**src/rtl/io_pkg.sv**
```systemverilog
// Shared constants and types for the CPU I/O path (IN/OUT units).
// Holds opcodes, IN address map, the input FSM state enum and a sign-extend helper.
package io_pkg;

  localparam logic [5:0] OP_IN  = 6'b011011;
  localparam logic [5:0] OP_OUT = 6'b011100;

  localparam logic [4:0] ADDR_SW_LAST = 5'h11;
  localparam logic [4:0] ADDR_KEY1    = 5'h13;
  localparam logic [4:0] ADDR_KEY2    = 5'h14;
  localparam logic [4:0] ADDR_KEY3    = 5'h15;

  typedef enum logic [1:0] {
    IDLE,
    WAIT_PRESS,
    WAIT_RELEASE
  } in_state_t;

  function automatic logic [31:0] sext_sw(input logic [17:0] s);
    return {{14{s[17]}}, s};
  endfunction

endpackage

```
**src/rtl/switch_input_unit_if.sv**
```systemverilog
// CPU-side bus of the IN unit: request/address in, data/valid/busy out.
// master = control unit side, slave = switch_input_unit side.
interface switch_input_unit_if;
  logic        req;
  logic [4:0]  address;
  logic [31:0] data_out;
  logic        valid;
  logic        busy;

  modport master (
    output req, address,
    input  data_out, valid, busy
  );

  modport slave (
    input  req, address,
    output data_out, valid, busy
  );
endinterface

```
**src/rtl/switch_input_unit_key_debouncer.sv**
```systemverilog
// key_debouncer: 2-flop synchroniser plus stable-count debouncer for one key.
// Ports: clk, reset (sync, active-low), raw (async, idle high), level (debounced).
module key_debouncer #(
  parameter int DEBOUNCE_CYCLES = 50000,
  parameter int CNT_W           = 16
) (
  input  logic clk,
  input  logic reset,
  input  logic raw,
  output logic level
);

  localparam logic [CNT_W-1:0] LAST = CNT_W'(DEBOUNCE_CYCLES - 1);

  logic             s1;
  logic             s2;
  logic [CNT_W-1:0] cnt;

  always_ff @(posedge clk) begin
    if (!reset) begin
      s1    <= 1'b1;
      s2    <= 1'b1;
      cnt   <= '0;
      level <= 1'b1;
    end else begin
      s1 <= raw;
      s2 <= s1;
      if (s2 == level) begin
        cnt <= '0;
      end else if (cnt == LAST) begin
        // input has differed for DEBOUNCE_CYCLES cycles in a row
        cnt   <= '0;
        level <= s2;
      end else begin
        cnt <= cnt + 1'b1;
      end
    end
  end

endmodule

```
**src/rtl/switch_input_unit.sv**
```systemverilog
// IN-instruction unit: reads synchronised switches (blocking on key1) or keys.
// Ports: clk, reset (sync, active-low), sw[17:0], key_n[3:1], bus (slave).
module switch_input_unit #(
  parameter int DEBOUNCE_CYCLES = 50000,
  parameter int CNT_W           = 16
) (
  input  logic        clk,
  input  logic        reset,
  input  logic [17:0] sw,
  input  logic [3:1]  key_n,
  switch_input_unit_if.slave bus
);
  import io_pkg::*;

  logic [17:0] sw_s1;
  logic [17:0] sw_s2;
  logic [3:1]  key_lvl;
  logic [3:1]  pressed;
  logic        pressed1_d;
  logic        rise1;
  logic [31:0] imm_word;
  in_state_t   state;

  for (genvar k = 1; k <= 3; k++) begin : g_key
    key_debouncer #(
      .DEBOUNCE_CYCLES(DEBOUNCE_CYCLES),
      .CNT_W          (CNT_W)
    ) u_deb (
      .clk  (clk),
      .reset(reset),
      .raw  (key_n[k]),
      .level(key_lvl[k])
    );
  end

  assign pressed  = ~key_lvl;
  assign rise1    = pressed[1] & ~pressed1_d;
  assign bus.busy = (state != IDLE);

  always_comb begin
    imm_word = '0;
    unique case (1'b1)
      bus.address == ADDR_KEY1: imm_word = {31'b0, pressed[1]};
      bus.address == ADDR_KEY2: imm_word = {31'b0, pressed[2]};
      bus.address == ADDR_KEY3: imm_word = {31'b0, pressed[3]};
      default:                  imm_word = '0;
    endcase
  end

  always_ff @(posedge clk) begin
    if (!reset) begin
      state        <= IDLE;
      bus.data_out <= '0;
      bus.valid    <= 1'b0;
      pressed1_d   <= 1'b0;
      sw_s1        <= '0;
      sw_s2        <= '0;
    end else begin
      sw_s1      <= sw;
      sw_s2      <= sw_s1;
      pressed1_d <= pressed[1];
      bus.valid  <= 1'b0;
      unique case (state)
        IDLE: begin
          if (bus.req) begin
            if (bus.address <= ADDR_SW_LAST) begin
              state <= WAIT_PRESS;
            end else begin
              bus.data_out <= imm_word;
              bus.valid    <= 1'b1;
            end
          end
        end
        WAIT_PRESS: begin
          // a key already held at request time never rises here
          if (rise1) begin
            bus.data_out <= sext_sw(sw_s2);
            bus.valid    <= 1'b1;
            state        <= WAIT_RELEASE;
          end
        end
        WAIT_RELEASE: begin
          if (!pressed[1]) state <= IDLE;
        end
        default: state <= IDLE;
      endcase
    end
  end

endmodule

```
**src/flat_wrapper.sv**
```systemverilog
// flat-port wrapper written by rule: the top's interface ports become plain ports
module switch_input_unit_flat import io_pkg::*;
#(
  parameter int DEBOUNCE_CYCLES = 50000,
  parameter int CNT_W           = 16
)
  (clk, reset, sw, key_n, bus_req, bus_address, bus_data_out, bus_valid, bus_busy);
  switch_input_unit_if bus_i ();
  input  logic clk;
  input  logic reset;
  input  logic [17:0] sw;
  input  logic [3:1] key_n;
  input wire logic [$bits(bus_i.req)-1:0] bus_req;
  input wire logic [$bits(bus_i.address)-1:0] bus_address;
  output wire logic [$bits(bus_i.data_out)-1:0] bus_data_out;
  output wire logic [$bits(bus_i.valid)-1:0] bus_valid;
  output wire logic [$bits(bus_i.busy)-1:0] bus_busy;
  assign bus_i.req = bus_req;
  assign bus_i.address = bus_address;
  assign bus_data_out = bus_i.data_out;
  assign bus_valid = bus_i.valid;
  assign bus_busy = bus_i.busy;
  switch_input_unit #(.DEBOUNCE_CYCLES(DEBOUNCE_CYCLES), .CNT_W(CNT_W)) u_core (.clk(clk), .reset(reset), .sw(sw), .key_n(key_n), .bus(bus_i));
endmodule
```
**config.mk**
```make
export PLATFORM = sky130hd
export DESIGN_NAME = switch_input_unit_flat
export DESIGN_NICKNAME = d
export VERILOG_FILES = /design/src/rtl/io_pkg.sv /design/src/rtl/switch_input_unit_if.sv /design/src/rtl/switch_input_unit_key_debouncer.sv /design/src/rtl/switch_input_unit.sv /design/src/flat_wrapper.sv
export SDC_FILE = /design/constraint.sdc
export NUM_CORES = 1
export LEC_CHECK = 0
export ABC_AREA = 1
export CORE_ASPECT_RATIO = 1.4
export CORE_MARGIN = 2
export CORE_UTILIZATION = 63
export CTS_BUF_LIST = sky130_fd_sc_hd__clkbuf_16
export DETAILED_ROUTE_END_ITERATION = 8
export DONT_BUFFER_PORTS = 1
export PLACE_DENSITY = 0.87
export SYNTH_ARGS = -nofsm -noshare
export SYNTH_HDL_FRONTEND = slang
export SYNTH_HIERARCHICAL = 1
export SYNTH_SLANG_ARGS = --single-unit
```
**constraint.sdc**
```tcl
create_clock -name clk -period 1.6 [get_ports clk]
set_input_delay 0.32 -clock clk [delete_from_list [all_inputs] [get_ports clk]]
set_output_delay 0.32 -clock clk [all_outputs]
set_load 0.05 [all_outputs]
```
==> run_results.csv, run 1 <==
group,metric,value,unit
final_layout,drive_gt1_frac,0.120,
synthesis,post-synth-top-area-cell,"dfxtp_1",
global_route,grt_pass1_wl,17.8,mm
placement,gp_congestion,0.893,
worst_setup_path,critPathTopFamily,"flip-flops",
timing,fmax,642,MHz
synthesis,edf_count,0,
placement,io_buffers,0,
worst_setup_path,worstSetupPathType,"reg -> out",
timing,min_period_over_period,0.973,
global_route,grt_use_met1,0.290,
routing,wl_met1,4.29,mm
synthesis,synthArstFlopShare,0,
worst_setup_path,slowest_stage,"dfxtp_1",
cts,htreeDepth,4,
timing,worst_slew_pin_slew,552,ps
global_route,grt_max_degree,41,
cts,cts_buffer_depth,2,
power,peakVddDrop,0.000884,V
outcome,status,"finished, final reports clean",
synthesis,synthDistinctLibCells,31,
routing,wl,10.7,mm
routing,drt_iter0_drc,241,
final_layout,nets,693,
power,pwr-share-seq,0.420,
worst_setup_path,start_kind,"register",
worst_setup_path,r2r_cells,6,
worst_hold_path,hold_class,"in -> reg",
cts,clk_pin_slew,60,ps
routing,drt_pass1_iterations,5,
cts,clockRootBuffer,"clkbuf_16",
synthesis,avgSynthCellArea,7.58,um2
timing,fin_crit,1560,ps
floorplan,ios,63,
floorplan,core-area,7700,um2
timing,setup_viol,0,
power,p_leak,0.00243,uW
synthesis,area_leaders,"dfxtp_1 46%, nand2_1 11%, inv_1 7.4%",
global_route,grtUsageTotal,0.264,
synthesis,synth_warnings,6,
worst_setup_path,r2r_slack,180,ps
synthesis,fp_nets,691,
timing,hold_viol,0,
worst_setup_path,r2r-start,"u_core/g_key[3].u_deb/cnt[0]$_SDFF_PP0_",
routing,drc,0,
worst_setup_path,crit_chain,"nor2_4 -> inv_1 -> buf_12",
global_route,grtUsageMet3,0.0780,
routing,wire_per_inst,13.8,um
power,pwr-share-comb,0.027,
synthesis,ys_area,5000,um2
final_layout,final-comb-area,2090,um2
timing,tns,0,ps
final_layout,seq_area,2310,um2
synthesis,synthFlopType,"dfxtp_1",
routing,wl_met3,534,um
worst_setup_path,slowest_delay,390,ps
synthesis,most_common_cell,"nand2_1",
power,p_sw,1450,uW
worst_setup_path,crit_path_start,"u_core/state[0]$_SDFFE_PN0P_",
routing,topRoutingLayerUsed,"met4",
cts,cts_setup_buffers,0,
synthesis,yosys.area.top_type_share,0.461,
worst_setup_path,worst-path-stages,3,
floorplan,dieHeight,109,um
synthesis,ys_seq_elements,115,
routing,avgViaCountPerCell,5.35,
power,clkPwrFrac,0.553,
floorplan,fp_util,0.649,
worst_setup_path,critPathCaptureType,"primary output",
floorplan,die_x,79.3,um
global_route,grt_pass1_vias,3971,
power,p_per_area,1240,nW/um2
global_route,grt_overflow,0,
routing,ant_nets,0,
floorplan,die_area,8670,um2
synthesis,ys_seq_frac,0.461,
worst_setup_path,path_max_fanout,4,
final_layout,antenna_cells,0,
synthesis,syn-instance-count,659,
placement,dp_hpwl,6.63,mm
worst_setup_path,critical_path_arrival,1240,ps
worst_setup_path,required,1280,ps
worst_setup_path,crit_end,"bus_busy",
timing,rsz0062_at_grt,"false",
synthesis,ys_cells,659,
floorplan,num_rows,38,
routing,dr_wl_met2,5.56,mm
global_route,top_usage_layer,"met2",
power,p_int,5580,uW
final_layout,area_delta_synth_final,13.4,%
run 1: placed cells by master (no fill, tap or decap), drive strengths merged:
master,instances
a21oi,39
a31oi,1
buf,8
bufinv,4
clkbuf,17
clkinv,6
clkinvlp,2
dfxtp,115
dlygate4sd3,5
ha,3
inv,103
nand2,156
nand3,60
nand4,30
nor2,97
o21ai,1
o21bai,6
or2,6
xnor2,6
xor2,9
run 1: power groups by stage:
| stage | clock network [uW] | registers, uW | logic (uW) |
|---|---|---|---|
| global route | 4060 | 2960 | 208 |
| global placement | 0 | 3010 | 159 |
| finish | 3890 | 2950 | 188 |
| detailed placement | 0 | 3010 | 165 |
| CTS | 3940 | 2950 | 187 |
| floorplan | 0 | 3010 | 142 |
run 1: worst reg2reg max path: cells and delay by family, from the launching register on:
kind	cells	cell delay, ps
adder cells (fa/ha/maj)	1	210
flip-flops	1	350
AND/OR/NAND/NOR	5	740
run 1: final cells by class:
| cell class | count | share of cell area |
|---|---|---|
| clock inverter | 15 | 0.0338 |
| clock buffer | 17 | 0.0750 |
| inverter | 100 | 0.0667 |
| sequential | 115 | 0.407 |
| tap | 100 | 0.0221 |
| multi-input combinational | 414 | 0.368 |
| timing repair buffer | 13 | 0.0274 |
run 1: registers in the layout, indices dropped and copies added (netlist names), 2 cells and up:
register,count
u_core/bus.data_out,18
u_core/g_key.u_deb/level,3
u_core/g_key.u_deb/s2,3
u_core/g_key.u_deb/s1,3
u_core/g_key.u_deb/cnt,48
u_core/state,2
u_core/sw_s2,18
u_core/sw_s1,18
run 1: repair_timing:
| action | in CTS | in global routing |
|---|---|---|
| gates resized | 1 | 0 |
| hold endpoints to repair | 12 | 0 |
| setup endpoints to repair | 1 | 0 |
| hold buffers | 5 | 0 |
run 1: how the worst min path moves through the flow:
stage | from | endpoint | cells after the start
2_1_floorplan | u_core/g_key[1].u_deb/s1$_SDFF_PN1_ | u_core/g_key[1].u_deb/s2$_SDFF_PN1_ | 2
3_3_place_gp | u_core/g_key[3].u_deb/s1$_SDFF_PN1_ | u_core/g_key[3].u_deb/s2$_SDFF_PN1_ | 2
3_5_place_dp | u_core/g_key[1].u_deb/s1$_SDFF_PN1_ | u_core/g_key[1].u_deb/s2$_SDFF_PN1_ | 2
4_1_cts | sw[14] | u_core/sw_s1[14]$_SDFF_PN0_ | 2
5_1_grt | reset | u_core/sw_s1[10]$_SDFF_PN0_ | 2
6_report | key_n[1] | u_core/g_key[1].u_deb/s1$_SDFF_PN1_ | 2
run 1: cell families (layout without fill, tap and decap cells):
logic type,after synthesis,count (layout),share of synthesized area
AND/OR/NAND/NOR,349,349,0.326
buffers and inverters,130,145,0.122
flip-flops,115,115,0.461
AND-OR/OR-AND,47,47,0.0571
XOR/XNOR,15,15,0.0263
adder cells (fa/ha/maj),3,3,0.00751
run 1: stage by stage:
step	instances	setup slack (ps)	instance area, um2	util	hold WS, ps
floorplan	659	122	5000	-	380
detailed placement	737	214	5000	0.649	387
finish	774	43.0	5670	0.736	12.8
global placement	737	284	5000	0.649	384
global route	774	6.74	5670	0.736	2.25
CTS	774	33.6	5670	0.736	0.630
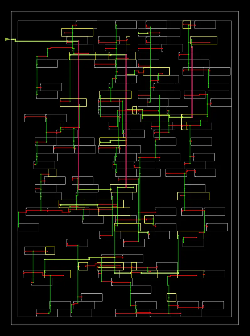
run_1/final_clocks.png
worst clock skew: 6.91 ps
Clock Latency Late Sink: 400 ps
# clock sinks: 115
clock group power: 3890 uW
CTS buffer count: 17

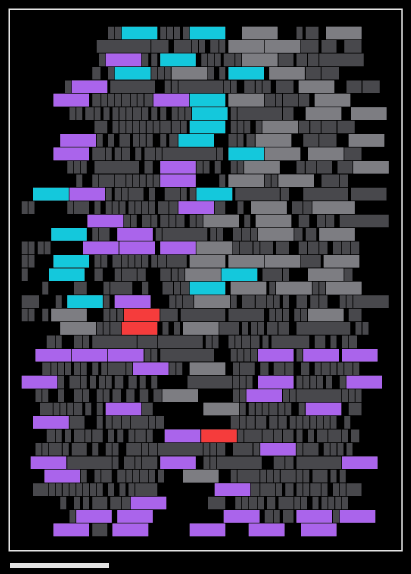
run_1/registers.png
Bar = 20 um. Other sequential cells in the stronger grey, the rest of the logic in the fainter grey.
colour	netlist name	placed flops
red	u_core/g_key.u_deb/s2	3
purple	u_core/g_key.u_deb/cnt	48
cyan	u_core/sw_s1	18
not coloured	46

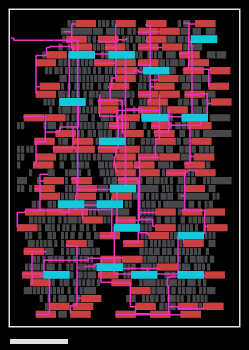
run_1/clock_map.png
Bar = 20 um.
[red] flip-flops | count: 115
[cyan] cells driving clock nets | count: 17
[magenta] clock wires | length: 1,310 um
routed clock nets	18

run_1/metal_stack.png
Bar = 20 um. Only two layers are drawn.
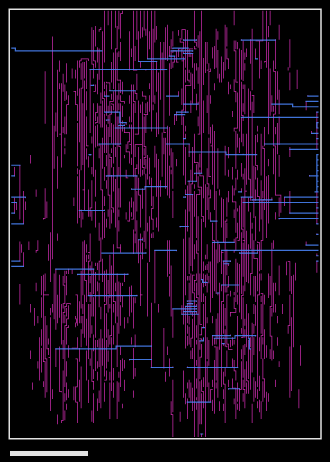

==> run 2, diff against run 1 <==
SYNTH_HIERARCHICAL = default   (was 1)
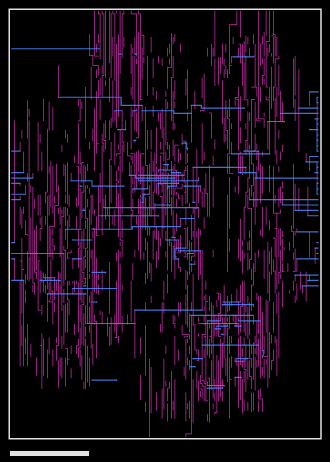
run_2/metal_stack.png
Bar = 20 um. Only two layers are drawn.
colour	layer	wire length
blue	met3	607 um
magenta	met2	4,950 um

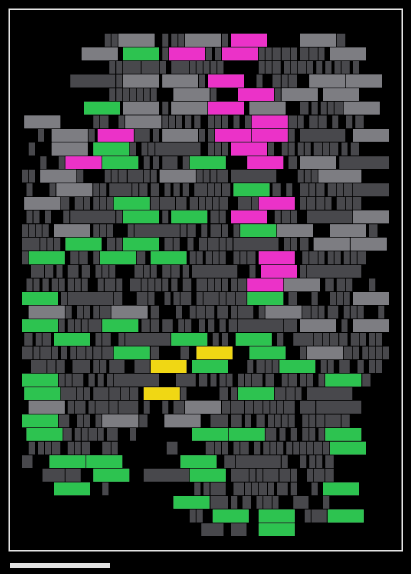
run_2/registers.png
Bar = 20 um. Other sequential cells in the stronger grey, the rest of the logic in the fainter grey.
colour	netlist name	placed flops
yellow	u_core.g_key.u_deb.level	3
green	u_core.g_key.u_deb.cnt	48
magenta	u_core.sw_s2	18

==> run 2 against run 1 <==
Critical path depth is 1 lower. Clock-buffer cell count is the same. Via count is 1.3% lower. Highest routed layer unchanged.
==> run_results.csv, run 2 <==
group,metric,value,unit
outcome,status,"finished, final reports clean",
final_layout,final-comb-area,2040,um2
timing,setup_viol,0,
floorplan,fp_util,0.658,
timing,tns,0,ps
placement,dp_cells,740,
cts,cts-buffers-inserted,17,
placement,io_buffers,0,
global_route,grt_pass1_wl,16.4,mm
routing,ant_nets,0,
cts,clockRootBuffer,"clkbuf_16",
timing,worst_slew_pin_slew,591,ps
timing,skew,9.06,ps
cts,cts_setup_buffers,0,
timing,fin_crit,1520,ps
synthesis,fp_nets,704,
timing,hold_viol,0,
synthesis,synth_warnings,0,
cts,cts_buffer_depth,2,
worst_setup_path,crit_chain,"nor2_1 -> inv_1",
worst_setup_path,worstSetupPathType,"reg -> out",
final_layout,drive_gt1_frac,0.0869,
floorplan,dieHeight,108,um
worst_hold_path,hold_class,"in -> reg",
floorplan,ios,63,
routing,drt_iter0_drc,294,
floorplan,num_rows,37,
power,p_per_area,1280,nW/um2
cts,htreeDepth,4,
global_route,grt_max_degree,59,
worst_setup_path,required,1280,ps
global_route,grt_pass1_vias,3881,
final_layout,seq_area,2310,um2
synthesis,yosys.area.top_type_share,0.473,
worst_setup_path,critPathCaptureType,"primary output",
power,pwr-share-seq,0.453,
routing,drc,0,
synthesis,avgSynthCellArea,7.25,um2
power,p_int,5180,uW
final_layout,utilization,0.733,
routing,avgViaCountPerCell,5.27,
synthesis,ys_seq_frac,0.473,
cts,clk_latency,410,ps
worst_setup_path,slowest_delay,380,ps
synthesis,syn-instance-count,672,
cts,clk_pin_slew,50,ps
synthesis,synthArstFlopShare,0,
floorplan,die_x,78.3,um
synthesis,synthFlopType,"dfxtp_1",
power,clkPwrFrac,0.490,
worst_setup_path,slowest_stage,"dfxtp_1",
routing,wire_per_inst,12.6,um
routing,drt_pass1_iterations,5,
final_layout,nets,699,
synthesis,ys_area,4870,um2
synthesis,ys_seq_elements,115,
global_route,grtUsageTotal,0.247,
power,pwr-share-comb,0.058,
final_layout,lay_top_cells,"170 x nand2_1, 114 x dfxtp_1, 95 x nor2_1",
routing,wl,9.80,mm
synthesis,most_common_cell,"nand2_1",
final_layout,antenna_cells,0,
worst_setup_path,start_kind,"register",
synthesis,area_leaders,"dfxtp_1 47%, nand2_1 13%, nor2_1 7.3%",
placement,dp_hpwl,6.37,mm
synthesis,post-synth-top-area-cell,"dfxtp_1",
power,p_sw,1760,uW
final_layout,final_common_cell,"nand2_1",
power,p_leak,0.00222,uW
timing,fmax,656,MHz
placement,placedInstanceArea,4830,um2
cts,clock-sinks,115,
timing,timing.final.ws_setup,75.5,ps
final_layout,regMostFlops,"u_core.g_key.u_deb.cnt",
floorplan,core-area,7410,um2
final_layout,area_delta_synth_final,11.5,%
final_layout,layout.cells.non_filler,776,
placement,gp_congestion,0.905,
synthesis,ys_cells,672,
floorplan,die_area,8460,um2
worst_setup_path,critPathTopFamily,"flip-flops",
power,peakVddDrop,0.000899,V
worst_setup_path,critical_path_arrival,1200,ps
final_layout,stdcell_area,5430,um2
final_layout,largest_reg_flops,48,
timing,min_period_over_period,0.953,
placement,place_ws,121,ps
==> run 2: kinds of logic (layout without fill, tap and decap cells) <==
group / after synthesis / after routing / share of synthesized area
AOI/OAI and AO/OA: 59 / 59 / 0.0616
xor gates and xnor gates: 15 / 15 / 0.0270
adders and majority gates: 3 / 3 / 0.00770
buffers and inverters: 116 / 123 / 0.110
DFF: 115 / 115 / 0.473
and+or+nand+nor: 364 / 364 / 0.321
==> run 2: layout make-up <==
type,instances,area share
Sequential cell,115,0.425
Multi-Input combinational cell,441,0.376
Clock buffer,17,0.0783
Inverter,84,0.0581
Tap cell,97,0.0224
Clock inverter,14,0.0217
Timing Repair Buffer,8,0.0194
==> run 2: metrics by stage <==
step	hold slack, ps	total power (uW)
floorplan	390	3580
global placement	393	3570
detailed placement	399	3580
CTS	0.863	6960
global route	4.44	7140
finish	7.18	6930
==> run 2: worst register-to-register path, stage by stage (launching register included) <==
cell and delay (ps):
dfxtp_1 360, ha_1 300, nand3_2 130, nor2_2 160, nand3_2 130, nand2_4 190
nor2_1 70
==> run 2: power by group through the flow <==
| stage | Sequential, uW | Clock (uW) | Combinational, uW |
|---|---|---|---|
| after global routing | 3140 | 3550 | 444 |
| after CTS | 3140 | 3420 | 401 |
| final | 3140 | 3390 | 400 |
| after detailed placement | 3200 | 0 | 384 |
| after floorplan | 3190 | 0 | 390 |
| after global placement | 3190 | 0 | 374 |
==> run 2: worst paths after layout <==
| check | from | endpoint | slack [ps] | cells after the start |
|---|---|---|---|---|
| worst min-delay path | sw[0] | u_core.sw_s1[0]$_SDFF_PN0_ | 7 | 2 |
| worst max-delay path | u_core.state[1]$_SDFFE_PN0P_ | bus_busy | 80 | 2 |
| worst min register to register | u_core.sw_s1[17]$_SDFF_PN0_ | u_core.sw_s2[17]$_SDFF_PN0_ | 410 | 2 |
| worst max register to register | u_core.g_key[2].u_deb.cnt[0]$_SDFF_PP0_ | u_core.g_key[2].u_deb.cnt[8]$_SDFF_PP0_ | 150 | 6 |
==> run 2: repair_timing <==
item                                   4_1_cts  5_1_grt
setup endpoints to repair                    0       16
endpoints found under the hold margin        7        0
resized                                      0        1
hold buffers                                 5        0
==> run 2: layer usage <==
layer	wire (um)	part of all wire	up-vias	GRT usage
li1	-	-	2072	-
met1	3970	0.41	1826	0.279
met2	4950	0.51	159	0.422
met3	607	0.062	32	0.0668
met4	269	0.027	0	0.134
met5	0	0	-	0
Power figures rest on the tool's default switching activity, not on a simulated workload.
